Design ser32_mux_seq, sky130hd; sources not shown.
**Run 1: placed standard cells**

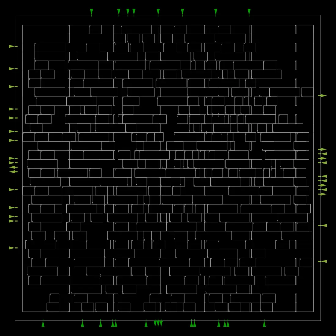
utilization after layout: 0.621
FILL cells: 636
core area: 7690 um^2
Non-Filler Instances: 437

**Run 1: pin placement**

Scale: 4 px per um. Pins as bars across the die edge, other pins in grey.
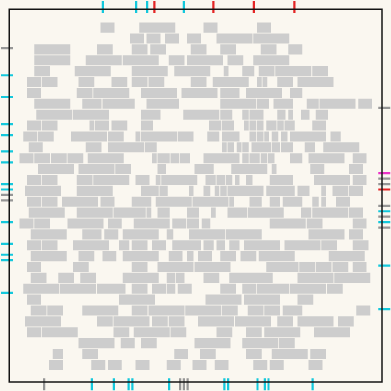
Cyan shows in_data, pins 32, direction input, edge 13 west, 11 south, 4 north, 4 east. Magenta shows in_ready, pins 1, direction output, edge east. Red shows in_len, pins 5, direction input, edge 4 north, 1 east.
All pins by edge: 16 west, 15 south, 12 east, 8 north.
die width: 92.8 um
die height: 92.8 um
Port Buffers: 50

**Run 1: cell sizes after repair**

Scale: 4 px per um.
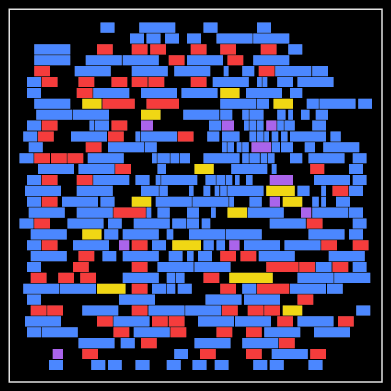
Red shows x2, cells 78, share 23%, most used mux2_2. Yellow shows x6 and larger, cells 14, share 4.2%, most used clkbuf_8. Purple shows x3 and x4, cells 10, share 3.0%, most used buf_4. Blue shows x1 and smaller, cells 233, share 70%, most used dfrtp_1.
Non-Filler Cell Area, Final: 4770 um^2
Non-clock buffers: 57
worst setup margin: 163 ps

==> results.json, run 1 <==
{
  "hold_ws_ps": 311,
  "cpLargestDelayFamily": "simple AND/OR/NAND/NOR gates",
  "regArea_um2": 2280,
  "synth-async-reset-ratio": 1.00,
  "grtUsageMet3": 0.0570,
  "grt_pass1_vias": 2469,
  "hold_viol": 0,
  "synth_nets": 320,
  "status": "finished, final reports clean",
  "grt_setup_unrepaired": "no",
  "ys.flop_type": "dfrtp_1",
  "pwr.group.clock_w": 0.000881,
  "path_cells": "inv_1, ha_1, or4b_4, and2_1, nor3_4, buf_4, mux2_2",
  "avgSynthCellArea_um2": 14.2,
  "core_util_floorplan": 0.513,
  "dpl.hpwl_mm": 4.79,
  "cts_tree": "done",
  "area_dominant_class": "sequential cells",
  "vias_per_cell": 5.41,
  "synth-edff-count": 0,
  "grt-ovfl-total": 0,
  "simple_gate_share": 0.0479,
  "ant_nets": 0,
  "nets": 373,
  "grt_util_met2": 0.284,
  "cts_root_buffer": "clkbuf_8",
  "rows": 32,
  "diodes": 0,
  "post-route-min-period_ps": 2640,
  "mostFrequentLayoutCell": "dfrtp_1",
  "post-place-ws_ps": 200,
  "cp.arrival_ps": 2720,
  "synth_area_um2": 3940,
  "cts_sinks": 91
}
run 1: Yosys cell counts (4+ instances only):
| cell | count | share of area |
|---|---|---|
| mux4_2 | 5 | 0.029 |
| mux2_1 | 4 | 0.011 |
| clkbuf_1 | 7 | 0.0067 |
| buf_6 | 5 | 0.014 |
| nand2_1 | 7 | 0.0067 |
| o21ai_0 | 12 | 0.015 |
| mux2i_1 | 7 | 0.018 |
| dfrtp_1 | 91 | 0.58 |
| nor3_1 | 4 | 0.0051 |
| inv_1 | 8 | 0.0076 |
| nand3_1 | 4 | 0.0051 |
| mux2_2 | 72 | 0.21 |
| xor2_1 | 8 | 0.018 |
| nor2_1 | 4 | 0.0038 |
==> run 2: changes to the inputs <==
--- a/config.mk
+++ b/config.mk
@@ -9,6 +9,7 @@
 export CORE_UTILIZATION = 50
 export DETAILED_ROUTE_END_ITERATION = 10
 export GPL_ROUTABILITY_DRIVEN = 0
+export GPL_TIMING_DRIVEN = 0
 export PLACE_DENSITY = 0.7
 export SLEW_MARGIN = 20
 export SYNTH_ARGS = -nofsm -noshare
**Run 2: placed standard cells**

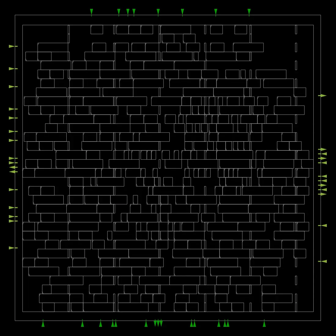
FILL cells: 631
sequential cell area share: 0.473
utilization after layout: 0.626
Non-Filler Instances: 449
flop count: 91

**Run 2: pin placement**

Scale: 4 px per um. Pins as bars across the die edge, other pins in grey.
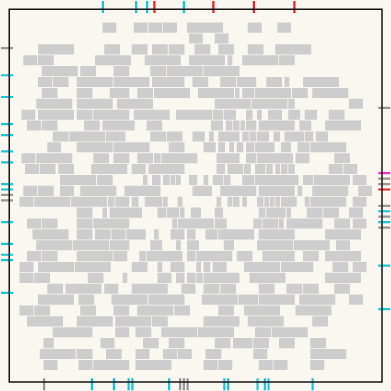
Red shows in_len, pins 5, direction input, edge 4 north, 1 east. Cyan shows in_data, pins 32, direction input, edge 13 west, 11 south, 4 north, 4 east. Magenta shows in_ready, pins 1, direction output, edge east.
All pins by edge: 16 west, 15 south, 12 east, 8 north.

==> run 2 against run 1 <==
Net effect:
- cell count is 2.7% higher
- wire length up 2.0%
- non-clock buffer count increased by 12
- first-iteration DRC count increased by 110%
- largest power group unchanged
- critical path type unchanged
- die area did not move
==> results.json, run 2 <==
{
  "status": "finished, final reports clean",
  "post-route-min-period_ps": 2740,
  "cp.arrival_ps": 2820,
  "most_common_cell": "dfrtp_1",
  "top_area_cell": "dfrtp_1",
  "area_leaders": "dfrtp_1 (58%), mux2_2 (21%), mux4_2 (2.9%)",
  "dpl.hpwl_mm": 4.94,
  "post-place-ws_ps": 76.8,
  "numPortBuffers": 50,
  "mostFrequentLayoutCell": "dfrtp_1",
  "diodes": 0,
  "cts_root_buffer": "clkbuf_8",
  "vias_per_cell": 5.47,
  "ant_nets": 0,
  "synth_nets": 320,
  "top_area_frac": 0.577,
  "tightest_slew_ps": 627,
  "avgSynthCellArea_um2": 14.2,
  "synth_area_um2": 3940,
  "grtUsageMet3": 0.0342,
  "cpLargestDelayFamily": "simple AND/OR/NAND/NOR gates",
  "slowest_delay_ps": 500,
  "layout_setup_ws_ps": 59.9,
  "die_h_um": 92.8,
  "die_w_um": 92.8,
  "nets": 385,
  "grt_pass1_vias": 2419,
  "pwr.group.clock_w": 0.000871,
  "core-area_um2": 7690,
  "ys.flop_type": "dfrtp_1",
  "rows": 32,
  "grt_setup_unrepaired": "no",
  "synth-edff-count": 0,
  "path_cells": "inv_1, ha_2, or4b_4, and2_1, buf_6, nor3_4, buf_4, buf_6, mux2_2",
  "hold_viol": 0,
  "grt_util_met2": 0.266,
  "grt-ovfl-total": 0
}
[run 2: cells by family (layout without fill, tap and decap cells)]
logic type | after synthesis | in the layout | share of synthesized area
DFF | 91 | 91 | 0.577
muxes | 88 | 88 | 0.263
and+or+nand+nor | 33 | 33 | 0.0479
AOI/OAI and AO/OA | 31 | 31 | 0.0543
buffers and inverters | 24 | 94 | 0.0330
xor gates and xnor gates | 8 | 8 | 0.0178
adders and majority gates | 2 | 2 | 0.00634
[run 2: final cells by class]
cell class	count	area, um^2
plain buffers	15	96.3
clock buffers	14	153
clock inverters	2	35.0
fillers	631	2880
inverters	9	33.8
multi-input cells	162	1540
flip-flops and latches	91	2280
well taps	102	128
repair buffers	54	551
==> run 3: changes to the inputs <==
--- a/config.mk
+++ b/config.mk
@@ -7,6 +7,7 @@
 export LEC_CHECK = 0
 export CORE_MARGIN = 2
 export CORE_UTILIZATION = 50
+export CTS_CLUSTER_SIZE = 12
 export DETAILED_ROUTE_END_ITERATION = 10
 export GPL_ROUTABILITY_DRIVEN = 0
 export GPL_TIMING_DRIVEN = 0
**Run 3: cell sizes after repair**

Scale: 4 px per um.
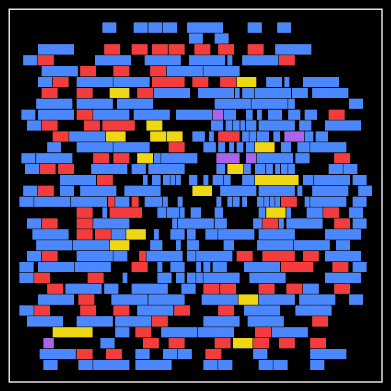
Blue shows x1 and smaller, cells 244, share 70%, most used dfrtp_1. Red shows x2, cells 81, share 23%, most used mux2_2. Purple shows x3 and x4, cells 5, share 1.4%, most used buf_4. Yellow shows x6 and larger, cells 17, share 4.9%, most used clkbuf_8.
Area Overhead vs Synth: 22.0%
Non-Filler Cell Area, Final: 4810 um^2
Non-clock buffers: 69
worst setup margin: 59.9 ps

==> run 3 against run 2 <==
Net effect:
- non-clock buffer count stayed put
- die area stayed put
- area after synthesis stayed put
- largest cell class unchanged
- largest power group unchanged
- highest routed layer unchanged
==> results.json, run 3 <==
{
  "status": "finished, final reports clean",
  "netlist_top_cells_count": "dfrtp_1 (91), mux2_2 (72), o21ai_0 (12)",
  "die_h_um": 92.8,
  "cts_tree": "done",
  "path_cells": "inv_1, ha_2, or4b_4, and2_1, buf_6, nor3_4, buf_4, buf_6, mux2_2",
  "cts_root_buffer": "clkbuf_8",
  "cpLargestDelayFamily": "simple AND/OR/NAND/NOR gates",
  "slowest_delay_ps": 500,
  "nets": 385,
  "utilization": 0.626,
  "avgSynthCellArea_um2": 14.2,
  "top_area_frac": 0.577,
  "numPortBuffers": 50,
  "post-place-ws_ps": 76.8,
  "grt-ovfl-total": 0,
  "synth_nets": 320,
  "tightest_slew_ps": 627,
  "synth-async-reset-ratio": 1.00,
  "post-route-min-period_ps": 2740,
  "die_w_um": 92.8,
  "most_common_cell": "dfrtp_1",
  "pwr.group.clock_w": 0.000871,
  "dpl.hpwl_mm": 4.94,
  "diodes": 0,
  "ant_nets": 0,
  "grt_pass1_vias": 2419,
  "hold_ws_ps": 309,
  "cts_sinks": 91,
  "synth-edff-count": 0,
  "core-area_um2": 7690,
  "top_area_cell": "dfrtp_1",
  "synth_area_um2": 3940,
  "vias_per_cell": 5.47
}
**Run 3: placed standard cells**

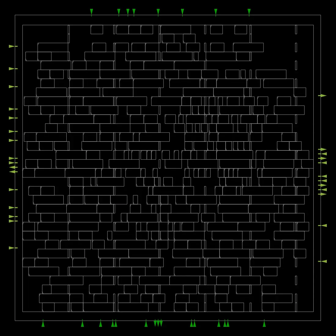
tap cells: 102
# rows: 32

run 3: cell counts in the layout (fill, tap and decap cells not counted):
No cell type changed its count.
run 3: layout make-up:
| cell class | instances | area (um^2) |
|---|---|---|
| fillers | 631 | 2880 |
| well taps | 102 | 128 |
| flip-flops and latches | 91 | 2280 |
| clock buffers | 14 | 153 |
| inverters | 9 | 33.8 |
| clock inverters | 2 | 35.0 |
| repair buffers | 54 | 551 |
| plain buffers | 15 | 96.3 |
| multi-input cells | 162 | 1540 |
run 3: logic make-up after synthesis:
group	share of synthesized area
compound gates	0.0543
mux	0.263
flops	0.577
fa+ha+maj	0.00634
xor+xnor	0.0178
buf+inv	0.0330
simple gates	0.0479
No activity file was given, so power comes from the tool's default toggle rates.
